==> images/wire_density.png <==
The die is cut into 16 by 16 equal tiles; white is low, dark blue is high, scaled to the fullest tile. Values are wire area over tile area, all layers added.
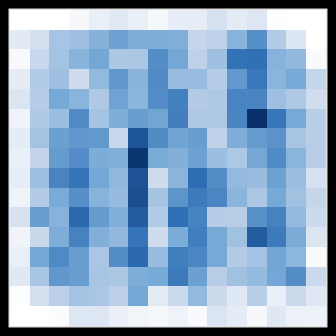
==> images/zoom.png <==
Scale bar: 5 um. Region (51, 51) to (71, 71) um. Cells in grey, sequential cells in the stronger grey; small squares are vias.
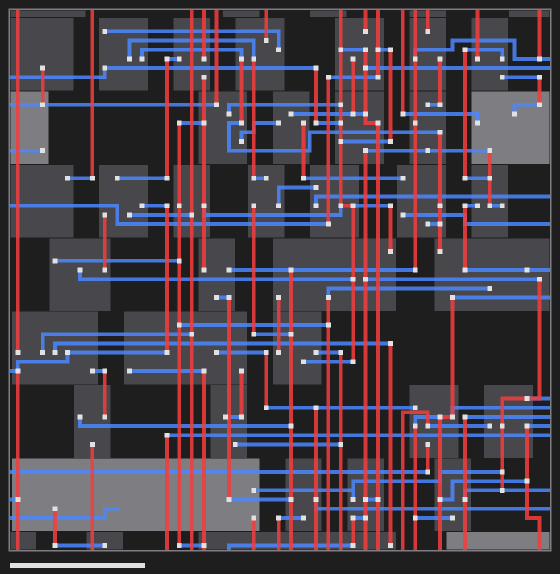
<file path="src/rtl/change_dispenser_pkg.sv">
// Shared types and constants for the change payout path: money width,
// FSM state encoding, coin selection codes and denominations.
package change_dispenser_pkg;

    localparam int MONEY_W = 5;
    typedef logic [MONEY_W-1:0] money_t;

    typedef enum logic [2:0] {
        ST_IDLE   = 3'd0,
        ST_SELECT = 3'd1,
        ST_REQ    = 3'd2,
        ST_GAP    = 3'd3,
        ST_DONE   = 3'd4,
        ST_FAULT  = 3'd5
    } state_t;

    localparam logic [1:0] SEL_1  = 2'b00;
    localparam logic [1:0] SEL_5  = 2'b01;
    localparam logic [1:0] SEL_10 = 2'b10;

    localparam money_t DENOM_1  = 5'd1;
    localparam money_t DENOM_5  = 5'd5;
    localparam money_t DENOM_10 = 5'd10;

    // Largest coin code not exceeding the amount; zero maps to the 1-yuan code.
    function automatic logic [1:0] greedy_code(input money_t amt);
        logic [1:0] code;
        if (amt >= DENOM_10) begin
            code = SEL_10;
        end else if (amt >= DENOM_5) begin
            code = SEL_5;
        end else begin
            code = SEL_1;
        end
        return code;
    endfunction

endpackage

</file>
<file path="src/rtl/change_dispenser_denom_sel.sv">
// Combinational greedy coin chooser: picks the largest coin that fits in the
// amount still owed and reports its selection code and value.
module change_denom_sel
    import change_dispenser_pkg::*;
(
    input  logic [MONEY_W-1:0] remaining,
    output logic [1:0]         coin_sel,
    output logic [MONEY_W-1:0] denom
);

    // Map the selection code to its coin value.
    always_comb begin
        coin_sel = greedy_code(remaining);
        case (coin_sel)
            SEL_10:  denom = DENOM_10;
            SEL_5:   denom = DENOM_5;
            SEL_1:   denom = DENOM_1;
            default: denom = DENOM_1;
        endcase
    end

endmodule

</file>
<file path="src/rtl/change_dispenser.sv">
// Coin hopper driver: latches the change owed and pays it out greedily,
// one request/acknowledge handshake per coin, with ack timeout detection.
module change_dispenser
    import change_dispenser_pkg::*;
#(
    parameter int GAP_CYCLES  = 4,
    parameter int ACK_TIMEOUT = 1000000,
    parameter int TIMER_W     = 20
) (
    input  logic               clk,
    input  logic               rst_n,
    input  logic               start,
    input  logic [MONEY_W-1:0] change_in,
    input  logic               hopper_ack,
    input  logic               fault_clr,
    output logic               coin_req,
    output logic [1:0]         coin_sel,
    output logic               busy,
    output logic               done,
    output logic               fault,
    output logic [MONEY_W-1:0] remaining,
    output logic [MONEY_W-1:0] dispensed
);

    localparam logic [TIMER_W-1:0] TO_LAST  = TIMER_W'(ACK_TIMEOUT - 1);
    localparam logic [TIMER_W-1:0] GAP_LAST = TIMER_W'((GAP_CYCLES > 0) ? (GAP_CYCLES - 1) : 0);
    localparam logic [TIMER_W-1:0] TIMER_ONE = TIMER_W'(1);
    localparam bit                 NO_GAP   = (GAP_CYCLES == 0);

    state_t             state_q,     state_d;
    logic [TIMER_W-1:0] timer_q,     timer_d;
    money_t             remaining_q, remaining_d;
    money_t             dispensed_q, dispensed_d;
    logic               coin_req_q,  coin_req_d;
    logic [1:0]         coin_sel_q,  coin_sel_d;
    logic               busy_q,      busy_d;
    logic               done_q,      done_d;
    logic               fault_q,     fault_d;

    logic [1:0]         sel_s;
    money_t             denom_s;

    change_denom_sel u_denom_sel (
        .remaining (remaining_q),
        .coin_sel  (sel_s),
        .denom     (denom_s)
    );

    // Next-state and next-output computation for the payout FSM.
    always_comb begin
        state_d     = state_q;
        timer_d     = timer_q;
        remaining_d = remaining_q;
        dispensed_d = dispensed_q;
        coin_req_d  = coin_req_q;
        coin_sel_d  = coin_sel_q;
        busy_d      = busy_q;
        done_d      = 1'b0;
        fault_d     = fault_q;
        case (state_q)
            ST_IDLE: begin
                if (start) begin
                    remaining_d = change_in;
                    dispensed_d = 5'd0;
                    busy_d      = 1'b1;
                    state_d     = ST_SELECT;
                end else begin
                    state_d = ST_IDLE;
                end
            end
            ST_SELECT: begin
                if (remaining_q == 5'd0) begin
                    done_d  = 1'b1;
                    busy_d  = 1'b0;
                    state_d = ST_DONE;
                end else begin
                    coin_sel_d = sel_s;
                    timer_d    = '0;
                    coin_req_d = 1'b1;
                    state_d    = ST_REQ;
                end
            end
            ST_REQ: begin
                // An ack on the timeout cycle still counts the coin.
                if (hopper_ack) begin
                    remaining_d = remaining_q - denom_s;
                    dispensed_d = dispensed_q + denom_s;
                    coin_req_d  = 1'b0;
                    timer_d     = '0;
                    state_d     = NO_GAP ? ST_SELECT : ST_GAP;
                end else if (timer_q == TO_LAST) begin
                    coin_req_d = 1'b0;
                    busy_d     = 1'b0;
                    fault_d    = 1'b1;
                    state_d    = ST_FAULT;
                end else begin
                    timer_d = timer_q + TIMER_ONE;
                end
            end
            ST_GAP: begin
                if (timer_q == GAP_LAST) begin
                    state_d = ST_SELECT;
                end else begin
                    timer_d = timer_q + TIMER_ONE;
                end
            end
            ST_DONE: begin
                state_d = ST_IDLE;
            end
            ST_FAULT: begin
                // Counters stay frozen so the display can show where payout stopped.
                if (fault_clr) begin
                    fault_d     = 1'b0;
                    remaining_d = 5'd0;
                    state_d     = ST_IDLE;
                end else begin
                    state_d = ST_FAULT;
                end
            end
            default: begin
                state_d    = ST_IDLE;
                coin_req_d = 1'b0;
                busy_d     = 1'b0;
                fault_d    = 1'b0;
            end
        endcase
    end

    // State and registered outputs.
    always_ff @(posedge clk or negedge rst_n) begin
        if (!rst_n) begin
            state_q     <= ST_IDLE;
            timer_q     <= '0;
            remaining_q <= 5'd0;
            dispensed_q <= 5'd0;
            coin_req_q  <= 1'b0;
            coin_sel_q  <= SEL_1;
            busy_q      <= 1'b0;
            done_q      <= 1'b0;
            fault_q     <= 1'b0;
        end else begin
            state_q     <= state_d;
            timer_q     <= timer_d;
            remaining_q <= remaining_d;
            dispensed_q <= dispensed_d;
            coin_req_q  <= coin_req_d;
            coin_sel_q  <= coin_sel_d;
            busy_q      <= busy_d;
            done_q      <= done_d;
            fault_q     <= fault_d;
        end
    end

    assign coin_req  = coin_req_q;
    assign coin_sel  = coin_sel_q;
    assign busy      = busy_q;
    assign done      = done_q;
    assign fault     = fault_q;
    assign remaining = remaining_q;
    assign dispensed = dispensed_q;

endmodule

</file>
<file path="config.mk">
export PLATFORM = sky130hd
export DESIGN_NAME = change_dispenser
export DESIGN_NICKNAME = d
export VERILOG_FILES = /design/src/rtl/change_dispenser_pkg.sv /design/src/rtl/change_dispenser_denom_sel.sv /design/src/rtl/change_dispenser.sv
export SDC_FILE = /design/constraint.sdc
export NUM_CORES = 1
export LEC_CHECK = 0
export ABC_AREA = 1
export CELL_PAD_IN_SITES_DETAIL_PLACEMENT = 1
export CELL_PAD_IN_SITES_GLOBAL_PLACEMENT = 1
export CORE_UTILIZATION = 41
export DETAILED_ROUTE_END_ITERATION = 10
export HOLD_SLACK_MARGIN = 0.15
export PLACE_DENSITY_LB_ADDON = 0.05
export RECOVER_POWER = 100
export SKIP_LAST_GASP = 1
export SLEW_MARGIN = 20
export SYNTH_ARGS = -nofsm -noshare
export SYNTH_HDL_FRONTEND = slang
export SYNTH_SLANG_ARGS = --single-unit
</file>
<file path="constraint.sdc">
create_clock -name clk -period 3 [get_ports clk]
set_clock_uncertainty 0.1 [all_clocks]
set_input_delay 0.3 -clock clk [delete_from_list [all_inputs] [get_ports clk]]
set_output_delay 0.3 -clock clk [all_outputs]
set_load 0.03 [all_outputs]
</file>
==> impl_metrics.toml <==
# physical design summary
[power_and_ir_drop]
seqPwrFrac = 0.486
p_clk_frac = 0.437
switching_power_mw = 0.2630
peakVddDrop_mv = 0.1678
swShare = 0.2406
p_total_mw = 1.093
p_leak_nw = 1.510

[placed_design]
dp_hpwl_um = 5387

[sta]
finalSetupTns_ns = 0
period_used_share = 0.8685
hold_viol = 0
slew_violations = 0

[drt]
dr.first_iter.drc_count = 70
routed_via_density = 5.192

[worst_setup_path]
cp_max_fo = 14
critPathKind = "register to register"
critPathTopFamily = "simple AND/OR/NAND/NOR gates"

[hold_path]
worstHoldStart = "busy"
min_to = "busy"

[synth]
synth_area_per_cell_um2 = 6.969
synth_cells = 374
syn_nets = 395
top_cells_by_area = "dfrtp_1, nand2_1, nor2_1, nand3_1, ha_1"
most_common_cell = "nand2_1"
edf_count = 0
yosysTopAreaCell = "dfrtp_1"
yosys_warnings = 0
synth-main-ff-cell = "dfrtp_1"
syn_area_um2 = 2606

[run_status]
status = "complete, no violations"

[layout]
layout-drive-gt1-share = 0.07921
area_delta_synth_final_pct = 16.03

[grt]
grt_max_degree = 40
antenna_found_initial = 0
overflow = 0

[die]
dieArea_um2 = 6680
io_pins = 26
rows = 28
die_h_um = 81.73

[clock_tree]
clk_latency_ns = 0.30
cts_buffers = 5
cts_setup_buffers = 0

[run]
openroad.warnings = 26
## Picture notes: wire_density.png
emptiest ninth of the die: top left
densest ninth of the die: middle
tiles over half the peak: 32%
mean over tiles: 0.16
nearly empty tiles: 4.3%
DR vias: 2487
Total GRT Usage: 0.2382
WL final: 7049 um

## Picture notes: zoom.png
| colour | layer |
|---|---|
| blue | met1 |
| red | met2 |
most frequent: nand2_1 (11), nand3_1 (4), a21oi_1 (4)
sequential cells in the window: 1
netlist names of flops here include: remaining (1)
cells with their middle in the window: 32

==> power by group through the flow <==
stage / clock (mW) / sequential, mW / combinational [mW]
floorplan: 0 / 0.547 / 0.0379
global placement: 0 / 0.541 / 0.0830
detailed placement: 0 / 0.541 / 0.0862
CTS: 0.493 / 0.531 / 0.0874
global route: 0.516 / 0.532 / 0.0973
finish: 0.477 / 0.531 / 0.0849
==> stage by stage <==
step / hold WS (ns) / instances / setup slack, ns / instance area, um^2 / util
after global routing: 0.4219 / 479 / 0.1006 / 3024 / 0.5019
after CTS: 0.3865 / 479 / 0.4971 / 3048 / 0.5058
final: 0.3789 / 479 / 0.3945 / 3024 / 0.5019
after global placement: 0.3563 / 470 / 0.6357 / 2920 / 0.4846
after detailed placement: 0.3667 / 470 / 0.5104 / 2920 / 0.4846
after floorplan: -0.09559 / 374 / 0.6652 / 2606 / -
==> final cells by class <==
type                    instances  area, um^2
repair buffers                 28       267.8
clock inverters                 2       35.03
inverters                      34       127.6
multi-input cells             295        1441
fillers                       784        3002
well taps                      75       93.84
flip-flops and latches         39       975.9
clock buffers                   6       82.58
==> layer usage <==
layer	vias up	track usage	wire, um
met3	15	0.04556	160
met1	1179	0.2816	3191
met5	-	0	0
met2	31	0.4231	3562
met4	0	0.08947	135
li1	1262	-	-
==> placed cells by master (no fill, tap or decap), types with 2 or more instances in the layout <==
cell             instances
nand2_1                138
dlygate4sd3_1           17
or2_2                    3
nor2_2                   5
clkbuf_8                 6
inv_1                   27
nand3_4                  2
ha_1                     9
nor2_1                  51
a21oi_1                 14
xnor2_1                  2
clkbuf_2                 2
o21bai_1                 2
o21ai_0                 16
fa_1                     2
nand4_1                  5
nor3_1                   2
clkdlybuf4s50_1          8
dfrtp_1                 39
nand3b_1                 3
inv_2                    7
nand3_1                 27
==> timing repair <==
| item | in CTS | in global routing |
|---|---|---|
| endpoints found under the setup margin | 0 | 0 |
| hold buffers | 1 | 0 |
| gates resized | 0 | 0 |
| endpoints found under the hold margin | 39 | 0 |
==> kinds of logic after synthesis <==
group / share of synthesized area
adders and majority gates: 0.05857
AOI/OAI and AO/OA: 0.09074
and+or+nand+nor: 0.4018
xor gates and xnor gates: 0.01008
DFF: 0.3745
buffers and inverters: 0.06433
==> registers in the layout, indices dropped and copies added, names as in the netlist <==
name	cells
timer_q	20
dispensed	5
remaining	5
state_q	3
coin_sel	2
busy	1
coin_req	1
done	1
fault	1
==> worst min-delay path: cells and delay by family (launching register included) <==
kind | cells | cell delay [ns]
DFF | 1 | 0.35
and+or+nand+nor | 2 | 0.10
==> worst max path at each step <==
stage	start	to	slack (ns)	depth (start not counted)
floorplan	remaining[1]	remaining[2]	0.67	11
global placement	remaining[1]	remaining[2]	0.64	11
detailed placement	remaining[1]	dispensed[4]	0.51	12
CTS	remaining[1]	dispensed[4]	0.50	12
global route	timer_q[0]	timer_q[9]	0.10	8
finish	timer_q[0]	timer_q[18]	0.39	8
Power figures rest on the tool's default switching activity, not on a simulated workload.
